<file path="src/rtl/ascon_init_core.sv">
// ascon_init_core: ASCON p^a initialisation engine, UNROLL rounds per clock,
// final key XOR folded into the last round write, start/busy/end handshake.
module ascon_init_core #(
  parameter int RATE_BITS = 64,
  parameter int ROUNDS_A  = 12,
  parameter int ROUNDS_B  = 6,
  parameter int UNROLL    = 1
) (
  input  logic         clock_i,
  input  logic         resetb_i,
  input  logic         start_i,
  input  logic [127:0] key_i,
  input  logic [127:0] nonce_i,
  output logic         busy_o,
  output logic         end_o,
  output logic [3:0]   round_o,
  output logic [319:0] state_o
);
  if (RATE_BITS != 64 && RATE_BITS != 128) begin : g_bad_rate
    $error("ascon_init_core: RATE_BITS must be 64 or 128");
  end
  if (ROUNDS_A < 1 || ROUNDS_A > 12 || ROUNDS_B < 1 || ROUNDS_B > 12) begin : g_bad_rounds
    $error("ascon_init_core: ROUNDS_A and ROUNDS_B must be in 1..12");
  end
  if (UNROLL < 1 || (ROUNDS_A % UNROLL) != 0) begin : g_bad_unroll
    $error("ascon_init_core: UNROLL must divide ROUNDS_A");
  end
  localparam logic [63:0] IV     = {8'd128, 8'(RATE_BITS), 8'(ROUNDS_A), 8'(ROUNDS_B), 32'h0};
  localparam logic [3:0]  J0     = 4'(12 - ROUNDS_A);
  localparam logic [3:0]  J_LAST = 4'(12 - UNROLL);
  typedef enum logic [1:0] {IDLE, RUN, DONE} state_t;
  state_t         r_fsm, w_fsm_next;
  logic [3:0]     r_j, w_j_next;
  logic [4:0]     w_j_sum;
  logic [127:0]   r_key;
  logic [319:0]   r_s, w_next;
  logic           w_last;
  function automatic logic [63:0] ror(input logic [63:0] x, input int n);
    return (x >> n) | (x << (64 - n));
  endfunction
  // One full ASCON round: constant addition, bitsliced S-box, linear diffusion.
  function automatic logic [319:0] round_f(input logic [319:0] s, input logic [3:0] j);
    logic [63:0] x0, x1, x2, x3, x4;
    logic [63:0] t0, t1, t2, t3, t4;
    {x0, x1, x2, x3, x4} = s;
    x2 = x2 ^ {56'h0, 4'hF - j, j};
    x0 = x0 ^ x4;
    x4 = x4 ^ x3;
    x2 = x2 ^ x1;
    t0 = ~x0 & x1;
    t1 = ~x1 & x2;
    t2 = ~x2 & x3;
    t3 = ~x3 & x4;
    t4 = ~x4 & x0;
    x0 = x0 ^ t1;
    x1 = x1 ^ t2;
    x2 = x2 ^ t3;
    x3 = x3 ^ t4;
    x4 = x4 ^ t0;
    x1 = x1 ^ x0;
    x0 = x0 ^ x4;
    x3 = x3 ^ x2;
    x2 = ~x2;
    return {x0 ^ ror(x0, 19) ^ ror(x0, 28),
            x1 ^ ror(x1, 61) ^ ror(x1, 39),
            x2 ^ ror(x2, 1)  ^ ror(x2, 6),
            x3 ^ ror(x3, 10) ^ ror(x3, 17),
            x4 ^ ror(x4, 7)  ^ ror(x4, 41)};
  endfunction
  always_comb begin
    w_next = r_s;
    for (int g = 0; g < UNROLL; g++) w_next = round_f(w_next, r_j + 4'(g));
    w_last     = r_j == J_LAST;
    w_j_sum    = {1'b0, r_j} + 5'(UNROLL);
    w_j_next   = w_j_sum > 5'd11 ? 4'd11 : w_j_sum[3:0];
    w_fsm_next = r_fsm == IDLE ? (start_i ? RUN : IDLE) :
                 r_fsm == RUN  ? (w_last ? DONE : RUN) : IDLE;
  end
  always_ff @(posedge clock_i) begin
    if (resetb_i) begin
      r_fsm <= IDLE;
      r_j   <= '0;
      r_key <= '0;
      r_s   <= '0;
    end else begin
      r_fsm <= w_fsm_next;
      if (r_fsm == IDLE && start_i) begin
        r_j   <= J0;
        r_key <= key_i;
        r_s   <= {IV, key_i, nonce_i};
      end else if (r_fsm == RUN) begin
        r_j <= w_j_next;
        r_s <= w_last ? w_next ^ {192'h0, r_key} : w_next;
      end else if (r_fsm == DONE) begin
        r_j <= '0;
      end
    end
  end
  assign busy_o  = r_fsm != IDLE;
  assign end_o   = r_fsm == DONE;
  assign round_o = r_fsm == RUN ? r_j : 4'd0;
  assign state_o = r_s;
endmodule

</file>
<file path="config.mk">
export PLATFORM = sky130hd
export DESIGN_NAME = ascon_init_core
export DESIGN_NICKNAME = d
export VERILOG_FILES = /design/src/rtl/ascon_init_core.sv
export SDC_FILE = /design/constraint.sdc
export NUM_CORES = 2
export LEC_CHECK = 0
export CAP_MARGIN = 15
export CELL_PAD_IN_SITES_DETAIL_PLACEMENT = 1
export CELL_PAD_IN_SITES_GLOBAL_PLACEMENT = 2
export CORE_ASPECT_RATIO = 0.5
export CORE_UTILIZATION = 35
export DETAILED_ROUTE_END_ITERATION = 8
export PLACE_DENSITY_LB_ADDON = 0.1
export SLEW_MARGIN = 20
export SYNTH_ARGS = -nofsm -noshare
export SYNTH_HDL_FRONTEND = slang
export SYNTH_SLANG_ARGS = --single-unit
</file>
<file path="constraint.sdc">
create_clock -name clock_i -period 2.7 [get_ports clock_i]
set_clock_uncertainty 0.2 [all_clocks]
set_input_delay 0.405 -clock clock_i [delete_from_list [all_inputs] [get_ports clock_i]]
set_output_delay 0.405 -clock clock_i [all_outputs]
set_load 0.01 [all_outputs]
</file>
==> run summary <==
This memo summarizes the results of the implementation run.

STA
For reference, the final report shows the hold violation count at 0. After layout, the worst setup slack is -0.0447 ns. The final critical path time including I/O delays and setup is 2.74 ns. In the final report, the number of endpoints failing setup comes to 6.

Drt
The post-detailed-route count of antenna-violating nets is 0. The number of remaining DRC errors is 0.

Global routing
The met3 capacity usage during global routing is between 10% and 20%. The number of antenna violations at the first check in global routing is 38.

Finish
The layout report lists the multi-input gate area as about 26000 um2. The finished design was reported to have a net count of slightly above 5000. Per the cell usage report, the commonest logic cells after layout are 582 x sky130_fd_sc_hd__clkdlybuf4s50_1, 542 x sky130_fd_sc_hd__buf_4, 465 x sky130_fd_sc_hd__nand2_1, 444 x sky130_fd_sc_hd__dfxtp_1, 420 x sky130_fd_sc_hd__xnor2_1.

Logic synthesis
The post-synthesis cell count is 3700. The main flop type after synthesis is sky130_fd_sc_hd__dfxtp_1. After synthesis, the netlist uses 46 different library cells.

The biggest area contributor in the post-synthesis netlist is sky130_fd_sc_hd__dfxtp_1.

Status
The flow ran to the end, but the final reports show violations. The final reports fail on setup timing.

Setup path
The end of the worst register-to-register path is state_o[239]. The last element of the critical path is state_o[239]. The critical path capture point type is a register.

Placement
The final weighted congestion recorded by global placement is 1.08. The post-placement setup slack is -0.291 ns. The wire-length estimate of the detail-placed layout is 185000 um.

CTS
The maximum level of the CTS H-tree is 2.
==> flip-flops by register name, summed over array words and instances, names as in the netlist <==
signal	count
r_fsm	2
r_j	4
state_o	320
r_key	128
==> layout make-up <==
class,count,area share (%)
antenna,16,0.0798
inverter,202,1.52
multi-input combinational,2805,50.9
clock buffer,74,2.92
timing repair buffer,1202,22.7
sequential,454,18.2
tap,1344,3.35
clock inverter,15,0.327
==> kinds of logic (layout without fill, tap and decap cells) <==
logic type / count (synthesis) / after routing / share of synthesized area (%)
buffers and inverters: 441 / 1493 / 4.72
XOR/XNOR: 1010 / 1010 / 40.5
AND/OR/NAND/NOR: 794 / 794 / 9.79
other: 0 / 16 / 0
multiplexers: 30 / 30 / 0.835
AND-OR/OR-AND: 774 / 774 / 12.6
adder cells (fa/ha/maj): 197 / 197 / 6.38
flip-flops: 454 / 454 / 25.2
==> through the flow <==
step	cell area [um2]	setup TNS, ns	std cells
5_1_grt	50100	-0.0360	6096
3_5_place_dp	48200	-0.877	5999
3_3_place_gp	48200	-1.87	5998
4_1_cts	49900	-0.176	6091
6_report	50100	-0.136	6112
2_1_floorplan	36100	0	3700
==> critical path, cell delays in order (launching register included) <==
cell	delay (ns)
sky130_fd_sc_hd__dfxtp_2	0.61
sky130_fd_sc_hd__xor2_1	0.29
sky130_fd_sc_hd__xor2_1	0.22
sky130_fd_sc_hd__xnor2_1	0.14
sky130_fd_sc_hd__buf_4	0.28
sky130_fd_sc_hd__xnor3_1	0.60
sky130_fd_sc_hd__o22ai_1	0.26
Floorplan with the power grid:
The bar under the picture is 100 um long. Pins as bars on the die edge.
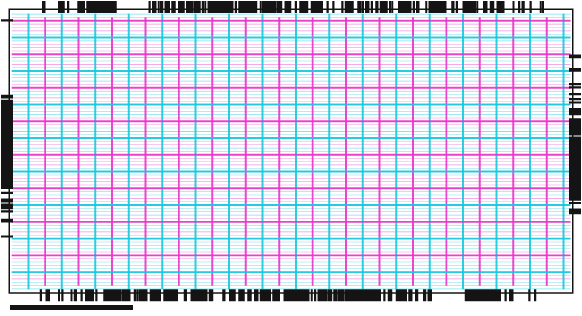
| colour | net |
|---|---|
| cyan | VSS |
| magenta | VDD |
met1 rails: 83
met5 straps: 16
met4 straps: 33
rows: 82
signal pins: 585
die width: 456 um
core area: 101000 um2
die height: 229 um

Placement by cell class:
The bar under the picture is 100 um long.
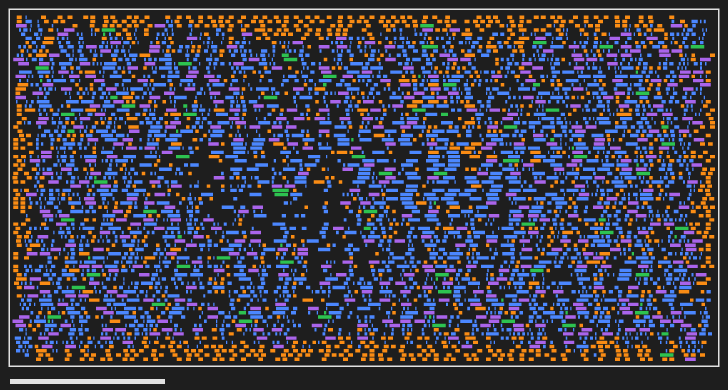
| colour | class | cells | share of their area |
|---|---|---|---|
| orange | remaining buffers and delay cells | 1202 | 24% |
| blue | remaining logic cells | 3007 | 54% |
| green | clock drivers and dummy loads | 89 | 3.4% |
| purple | registers | 454 | 19% |
sequential share of cell area: 18.2%
post-layout instance area: 50100 um2
Cell Rows: 82
Core Util, Final: 49.6%

